Run 1, M3 wires:
Scale: 3 px per µm. Cells faint in the background.
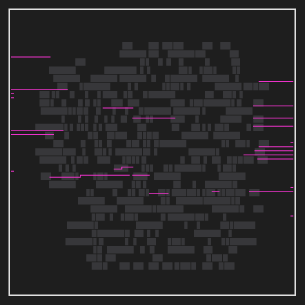
Run 1, register map, names as in the netlist:
Scale: 4 px per µm. Other sequential cells in the stronger grey, the rest of the logic in the fainter grey.
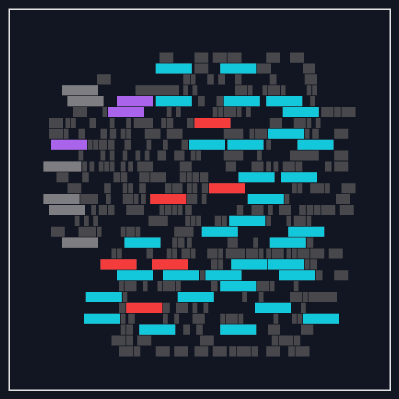
Run 1, cells by drive strength:
Scale: 4 px per µm.
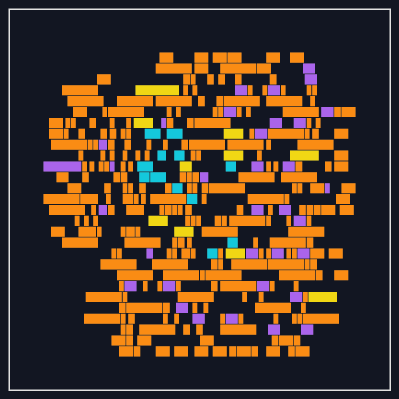
Design fifo_serializer, sky130hd; sources not shown.
==> reports/results.txt, run 1 <==
number of warnings the tools reported -> 27
number of cells on the critical path -> 1
slowest cell on the critical path -> sky130_fd_sc_hd__clkdlybuf4s50_1
Yosys Warn Count -> 0
total met2 wirelength after detailed routing -> 2340 µm
standard-cell row count -> 28
global routing met2 resource utilization -> 0.195
critical setup path kind -> reg -> out
core utilization before placement -> 0.407
global routing's busiest layer -> met2
global route total overflow -> 0
most common cell after layout, fill and taps aside -> sky130_fd_sc_hd__nand2_1
Peak VDD IR -> 758 µV
reported net switching power -> 1.95 mW
post-synthesis cell count from yosys -> 278
clock buffer count from CTS -> 5
startpoint type of the worst setup path -> flop
Chip Height -> 94.9 µm
yosys stat area -> 2430 µm²
H-tree depth -> 2
Post-layout nets -> 358
Top-area cell share -> 0.474
maximum fanout count along the critical path -> 2
share of post-route cells with drive strength above 1 -> 0.175
Worst Setup Slack post-DPL -> 191 ps
total routing usage reported by global routing -> 0.124
length of routed met3 wiring -> 255 µm
largest stage delay on the critical path -> 610 ps
number of DRC violations after detailed-routing iteration 0 -> 56
fraction of the cycle the final worst path needs -> 0.945
async set-or-reset flop fraction in the synthesized netlist -> 1.00
run status -> finished clean
largest net degree at the start of global routing -> 37
root buffer cell -> sky130_fd_sc_hd__clkbuf_8
final hold slack -> 331 ps
via count of the first global-routing pass -> 1,941
met1 Track Usage GR -> 0.161
core area -> 5960 µm²
final cell count without fillers -> 395
Inserted Diodes -> 0
main combinational cell family by area after synthesis -> simple AND/OR/NAND/NOR gates
slew at the pin with the worst max-slew slack -> 371 ps
Comb pwr share -> 0.440
Fin Clk Skew -> 7.96 ps
I/O pins -> 40
About 'M3 wires':
main direction: horizontal
share of all routed wire: 4.9%
nets with wire on the layer: 21
longest straight run: 18.6 µm
final wirelength: 5180 µm
number of vias in the routed layout: 1,895
met3 global-route usage: 0.0341

About 'register map, names as in the netlist':
legend:
  state:
    colour: purple
    placed_flops: 3
  bit_idx:
    colour: red
    placed_flops: 6
  shreg:
    colour: cyan
    placed_flops: 32
Util after Layout: 0.498
register share of the cell area: 0.397
Seq group: 1.86 mW

About 'cells by drive strength':
legend:
  x3 and x4:
    colour: cyan
    cells: 12
    share: 3.8%
  x1 and smaller:
    colour: orange
    cells: 264
    share: 83%
  x6 and larger:
    colour: yellow
    cells: 10
    share: 3.1%
  x2:
    colour: purple
    cells: 34
    share: 11%
synthesis-to-layout area growth: 22.2%
Layout Cell Area excl Fill: 2970 µm²
setup slack of the critical path after layout: 93.4 ps
number of buffers other than clock buffers in the final layout: 48

[run 1: kinds of logic (layout without fill, tap and decap cells)]
logic type / count (synthesis) / after routing
DFF: 47 / 47
adders and majority gates: 3 / 3
and+or+nand+nor: 128 / 128
buffers and inverters: 30 / 72
AOI/OAI and AO/OA: 70 / 70
[run 1: final cells by class]
class	count	area (µm²)
repair buffers	48	482
inverters	16	67.6
clock buffers	6	82.6
flip-flops and latches	47	1180
multi-input cells	201	1030
clock inverters	2	35.0
well taps	75	93.8
fillers	613	2990
[run 1: worst reg2reg max path: cells and delay by family (launching register included)]
kind,cells,cell delay (ps)
adder cells (fa/ha/maj),1,210
flip-flops,1,460
AND/OR/NAND/NOR,7,720
[run 1: repair_timing]
action                     CTS  global route
setup endpoints to repair    1             0
resized                      1             0
hold buffers                 0             0
## Run 2: what changed since run 1
--- a/config.mk
+++ b/config.mk
@@ -11,6 +11,8 @@
 export CORE_UTILIZATION = 39
 export CTS_CLUSTER_SIZE = 16
 export DETAILED_ROUTE_END_ITERATION = 7
+export GPL_TIMING_DRIVEN = 1
+export MAX_ROUTING_LAYER = met4
 export PLACE_DENSITY_LB_ADDON = 0.15
 export SYNTH_ARGS = -nofsm -noshare
 export SYNTH_HDL_FRONTEND = slang
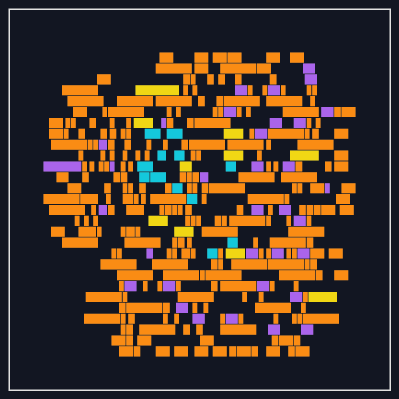
Run 2: cells by drive strength
Scale: 4 px per µm.
setup slack of the critical path after layout: 89.4 ps

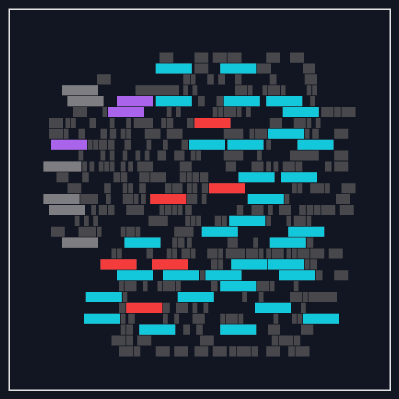
Run 2: register map, names as in the netlist
Scale: 4 px per µm. Other sequential cells in the stronger grey, the rest of the logic in the fainter grey.
legend:
  bit_idx:
    colour: red
    placed_flops: 6
  state:
    colour: purple
    placed_flops: 3
  shreg:
    colour: cyan
    placed_flops: 32
not coloured: 6
register area: 1180 µm²

==> run 2 against run 1 <==
Against the previous run: die area did not move; routed wire length decreased by 0.15%; clock-buffer cell count is the same; sequential power about the same; clock power fell by 0.6%; via count rose by 0.21%; maximum frequency is 0.25% lower; clock skew decreased by 0.93 ps; largest cell class unchanged.
==> reports/results.txt, run 2 <==
global route total overflow -> 0
Fin Clk Skew -> 7.03 ps
largest net degree at the start of global routing -> 37
Seq group -> 1.86 mW
core area -> 5960 µm²
final cell count without fillers -> 395
internal reg-to-reg setup slack -> 190 ps
async set-or-reset flop fraction in the synthesized netlist -> 1.00
Top-area cell share -> 0.474
Peak VDD IR -> 755 µV
Comb pwr share -> 0.440
Inserted Diodes -> 0
Chip Height -> 94.9 µm
root buffer cell -> sky130_fd_sc_hd__clkbuf_8
via count of the first global-routing pass -> 1,941
Most used DFF post-synth -> sky130_fd_sc_hd__dfrtp_1
power of the clock network -> 0.850 mW
Yosys Warn Count -> 0
total routing usage reported by global routing -> 0.128
DIE AREA -> 9000 µm²
number of DRC violations after detailed-routing iteration 0 -> 57
slowest cell on the critical path -> sky130_fd_sc_hd__clkdlybuf4s50_1
Layout Cell Area excl Fill -> 2970 µm²
final hold slack -> 333 ps
sequential fraction of design power -> 0.384
largest stage delay on the critical path -> 620 ps
share of post-route cells with drive strength above 1 -> 0.175
number of cells on the critical path -> 1
fraction of the cycle the final worst path needs -> 0.947
post-synthesis cell count from yosys -> 278
most common cell after layout, fill and taps aside -> sky130_fd_sc_hd__nand2_1
H-tree depth -> 2
I/O pins -> 40
Post-layout nets -> 358
clock buffer count from CTS -> 5
synthesis-to-layout area growth -> 22.2%
critical setup path kind -> reg -> out
total design power -> 4.83 mW
CTS hold repair buffers -> 0
run status -> finished clean
## run 2: per-layer routing
layer  vias up  track usage  share of wire
met1       881        0.164           0.49
met3         7       0.0294          0.041
met2        26        0.195           0.46
met4         0       0.0429          0.012
met5         -            -              0
li1        985            -              -
## run 2: cell families (layout without fill, tap and decap cells)
logic type	count (synthesis)	in the layout	share of synthesized area
flops	47	47	0.485
compound gates	70	70	0.186
fa+ha+maj	3	3	0.0155
buf+inv	30	72	0.0913
simple gates	128	128	0.222
## run 2: final cells by class
class / count / area, µm²
inverter: 16 / 67.6
multi-input combinational: 201 / 1030
clock buffer: 6 / 82.6
clock inverter: 2 / 35.0
tap: 75 / 93.8
fill: 613 / 2990
timing repair buffer: 48 / 482
sequential: 47 / 1180
Power figures rest on the tool's default switching activity, not on a simulated workload.
